==> config.mk <==
export PLATFORM = sky130hd
export DESIGN_NAME = mul256_seq_flat
export DESIGN_NICKNAME = d
export VERILOG_FILES = /design/src/rtl/mul256_seq_if.sv /design/src/rtl/mul256_seq.sv /design/src/flat_wrapper.sv
export SDC_FILE = /design/constraint.sdc
export NUM_CORES = 1
export LEC_CHECK = 0
export CAP_MARGIN = 20
export CORE_UTILIZATION = 40
export DETAILED_ROUTE_END_ITERATION = 16
export REMOVE_ABC_BUFFERS = 1
export SLEW_MARGIN = 0
export SYNTH_ARGS = -nofsm -noshare
export SYNTH_HDL_FRONTEND = slang
export SYNTH_SLANG_ARGS = --single-unit
export TNS_END_PERCENT = 10
==> constraint.sdc <==
create_clock -name hclk -period 9.8 [get_ports hclk]
set_input_delay 1.47 -clock hclk [delete_from_list [all_inputs] [get_ports hclk]]
set_output_delay 1.47 -clock hclk [all_outputs]
set_load 0.01 [all_outputs]
placed.png
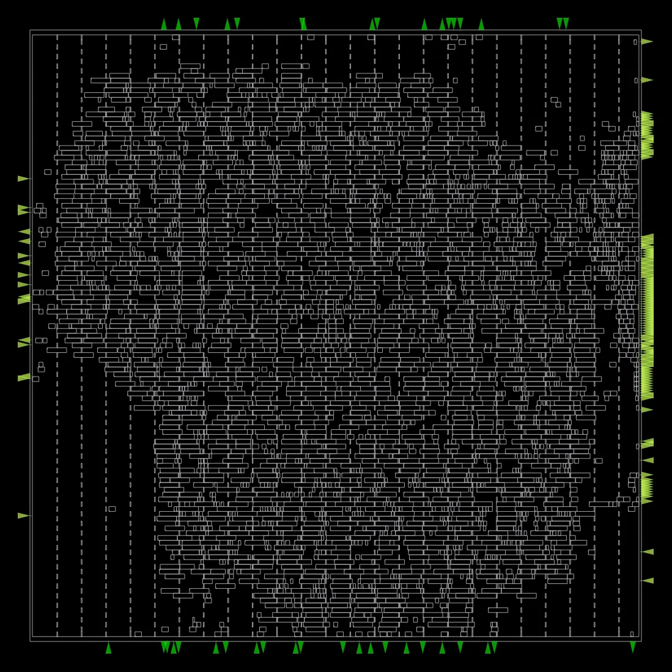
Placement Rows: 125
seq_cells: 1140

util_map.png
Scale: 1 px per um. 35 x 35 tiles, from dark blue (low) to red (high), 0 to 100% covered.
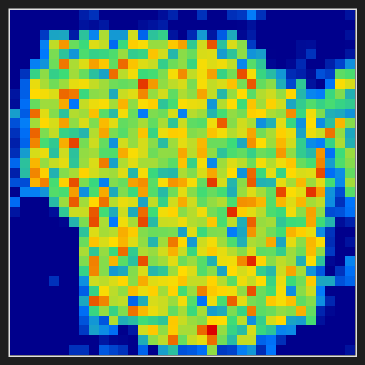
emptiest ninth of the die	bottom left
nearly empty tiles	20%
mean over tiles	44%
fullest tile	100%
tiles over 75% full	14%
area of the core: 0.117 sq mm
final core utilization: 46.8%

m1.png
Scale: 1.5 px per um. Supply wires on this layer in grey.
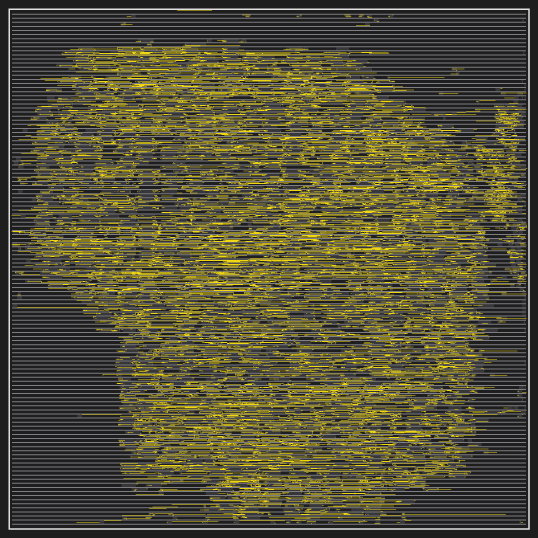
main direction	horizontal
wire length on this layer	54.0 mm
nets with wire on the layer	3034
routed wire length: 127000 um
met1 track demand over resource: 29.7%

port_trees.png
Scale: 1 px per um.
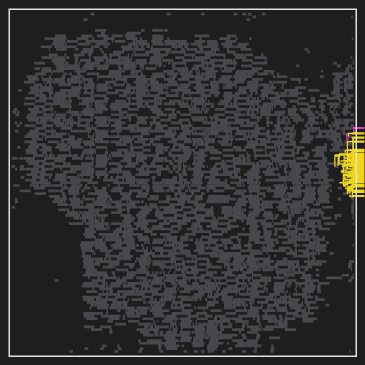
port	colour	bits	direction	edge	end cells	buffers	wire
busy	magenta	1	output	right	1	1	14.3 um
m_readdata	yellow	32	input	right	11	32	687 um
number of input and output port buffers inserted: 130
number of top-level pins: 162

==> out/summary.log <==
[global_routing] vias in the first global route 26699
[yosys] share of async-settable or async-resettable flops after synthesis 0%
[final_timing] Worst Slack Setup Final 4.68 ns
[clocking] TritonCTS buffer count 116
[yosys] Avg Cell Area, Syn 15.6 sq um
[route] met2 WL 60600 um
[clocking] H-Tree Depth 3
[setup_path] arrival time worst endpoint 5.46 ns
[setup_path] critical path startpoint category flip-flop
[cells_and_area] Post-layout nets 3251
[route] initial DRC count 2801
[global_routing] combined global-route utilization of all metal layers 21.1%
[yosys] cell count in the Yosys report 3023
[floorplanning] initial standard-cell utilization of the core 40.5%
[route] average wire per cell in the routed design 26.6 um
[min_path] classification of the worst-slack hold path reg -> reg
[setup_path] R2R setup slack 4.68 ns
[route] routed length on met3 9530 um
[final_timing] fin. max-slew vios 0
[final_timing] Max Clock Skew 0.0306 ns
[clocking] Latency at later pin 0.72 ns
[global_routing] initial antenna violation count 1
[setup_path] kind of capture point of the worst setup path flip-flop
[final_timing] transition at the pin with the smallest max-transition slack 1.18 ns
[final_timing] endpoints failing setup 0
[yosys] cell accounting for the most synthesized area edfxtp_1
[setup_path] number of cells on the worst reg-to-reg path 6
[outcome] run status finished, final reports clean
[cells_and_area] fraction of layout instances using a drive strength above 1 14.9%
[min_path] Hold Path Stages 2
[route] routed metal-1 wirelength 54000 um
[route] count of antenna-violating nets left after detailed routing 0
[final_timing] cycle use final 52.2%
[yosys] yosys synthesis chip area 0.0472 sq mm
[final_timing] maximum clock frequency 0.195 GHz
[yosys] post-synthesis sequential area ratio 72.2%
[clocking] Num Clock Sinks 1140
[setup_path] delay of the slowest critical-path stage 1.06 ns
[cells_and_area] sequential cell area 0.0341 sq mm
[clocking] number of gates resized after cts 0
[cells_and_area] summed area of non-filler cells in the final layout 0.0546 sq mm
[yosys] flip-flops with a built-in enable 1122
[clocking] hold-fix buffer count after cts 0
[route] DRC violation count after routing 0
[final_timing] shortest period the worst path allows 5.12 ns
[yosys] Post-Syn Area 0.0472 sq mm
[yosys] distinct lib cells 56
[clocking] buffers inserted by post-CTS timing repair 0
[yosys] post-synthesis cell type with the largest instance count edfxtp_1
[route] via count 27287
[cells_and_area] Logic cell area 0.0124 sq mm
[clocking] Clock Tree Buf Depth 3
[setup_path] Max stage delay cell, worst path nor2_4
[placed_design] final weighted congestion of routability-driven global placement 0.789
[yosys] Top cells by area edfxtp_1, mux4_2, nand2_1
[final_timing] Slew Limit Headroom 20.7%
[cells_and_area] P&R area growth vs syn 15.6%
[floorplanning] die boundary width 345 um
[yosys] cell count after synthesis 3023
[final_timing] setup repair after global routing missed its margin false
[yosys] total number of yosys warnings 0
[setup_path] Crit. path cell count 6
[setup_path] worst endpoint required time 10.14 ns
[floorplanning] die extent in y 345 um
[placed_design] instance area after placement 0.0505 sq mm
[pwr] VDD IR max 0.000150 V
[global_routing] first-pass GRT wire length 186000 um
[setup_path] Worst Path Buf+Inv 2
[route] first drt pass iteration count 6
[pwr] Static Leak 18.0 nW
[setup_path] Worst Path Class, Setup reg -> reg
[final_timing] sum of negative setup slack 0 ns
[route] post-DR vias/cell 5.70
[global_routing] global-route congestion overflow total 0
[yosys] Commonest cells post-synth edfxtp_1, nand2_1, nand3_1
[setup_path] Worst Path Max Fanout 48
[clocking] TritonCTS clock tree done
[setup_path] cell-by-cell listing of the critical path or3b_4 -> buf_4 -> mux2i_2 -> nand3_1 -> nor2_4 -> buf_4
[flow_run] Max-cap violations 0
[setup_path] gate family responsible for the most delay along the worst path simple AND/OR/NAND/NOR gates
[final_timing] endpoints failing hold 0
[placed_design] post-placement setup slack 4.38 ns
[yosys] Synth top area share 71.4%
## metal layers
metal / vias to the layer above / track usage [%]
met1: 14059 / 29.7
met4: 0 / 5.64
met5: - / 0
met2: 1128 / 33.9
li1: 11931 / -
met3: 169 / 3.68
## area by class of cell
type | count | area share, %
clock buffer | 141 | 5.49
sequential | 1140 | 62.4
timing repair buffer | 217 | 4.47
antenna | 3 | 0.0138
inverter | 11 | 0.0780
multi-input combinational | 1680 | 22.8
clock inverter | 69 | 1.24
tap | 1524 | 3.50
## layout by cell type, fill, tap and decap left out, types with 31 or more instances in the layout
| master | instances |
|---|---|
| a21oi_1 | 79 |
| conb_1 | 31 |
| and2_1 | 32 |
| clkbuf_16 | 119 |
| a31oi_1 | 62 |
| mux4_2 | 170 |
| edfxtp_1 | 1122 |
| nand2_1 | 570 |
| mux2i_1 | 182 |
| nand3_1 | 268 |
| nor2_1 | 31 |
| nand4_1 | 37 |
| buf_4 | 56 |
| nor2_4 | 36 |
| o22ai_1 | 34 |
| clkdlybuf4s50_1 | 128 |
## where the power goes
part           total, mW  internal, mW  switching (mW)  leakage [nW]
Clock               4.31          2.44            1.87          1.80
Sequential          5.48          5.44          0.0424          10.3
Combinational       1.07         0.382           0.689          5.97
Total               10.9          8.26            2.60          18.0
## worst min-delay path: stages, from the launching register on
cell and delay [ns]:
dfxtp_1 0.33, nand2_1 0.06, a21oi_1 0.05
## per-stage QoR
step / util (%) / instances / hold WS [ns] / total power [mW]
detailed placement: 43.4 / 4556 / 0.485 / 6.65
global placement: 43.1 / 4542 / 0.477 / 6.63
floorplan: - / 2831 / 0.448 / 6.29
CTS: 46.5 / 4766 / 0.500 / 10.9
finish: 46.8 / 4785 / 0.501 / 10.9
global route: 46.8 / 4782 / 0.513 / 11.2
## cell families (layout without fill, tap and decap cells)
family / Yosys count / after routing / synth area share, %
flip-flops: 1140 / 1140 / 72.2
AND/OR/NAND/NOR: 1037 / 1037 / 9.70
multiplexers: 362 / 362 / 12.3
AND-OR/OR-AND: 245 / 245 / 3.27
buffers and inverters: 232 / 438 / 2.44
adder cells (fa/ha/maj): 4 / 4 / 0.122
other: 2 / 34 / 0.0159
XOR/XNOR: 1 / 1 / 0.0186
No activity file was given, so power comes from the tool's default toggle rates.
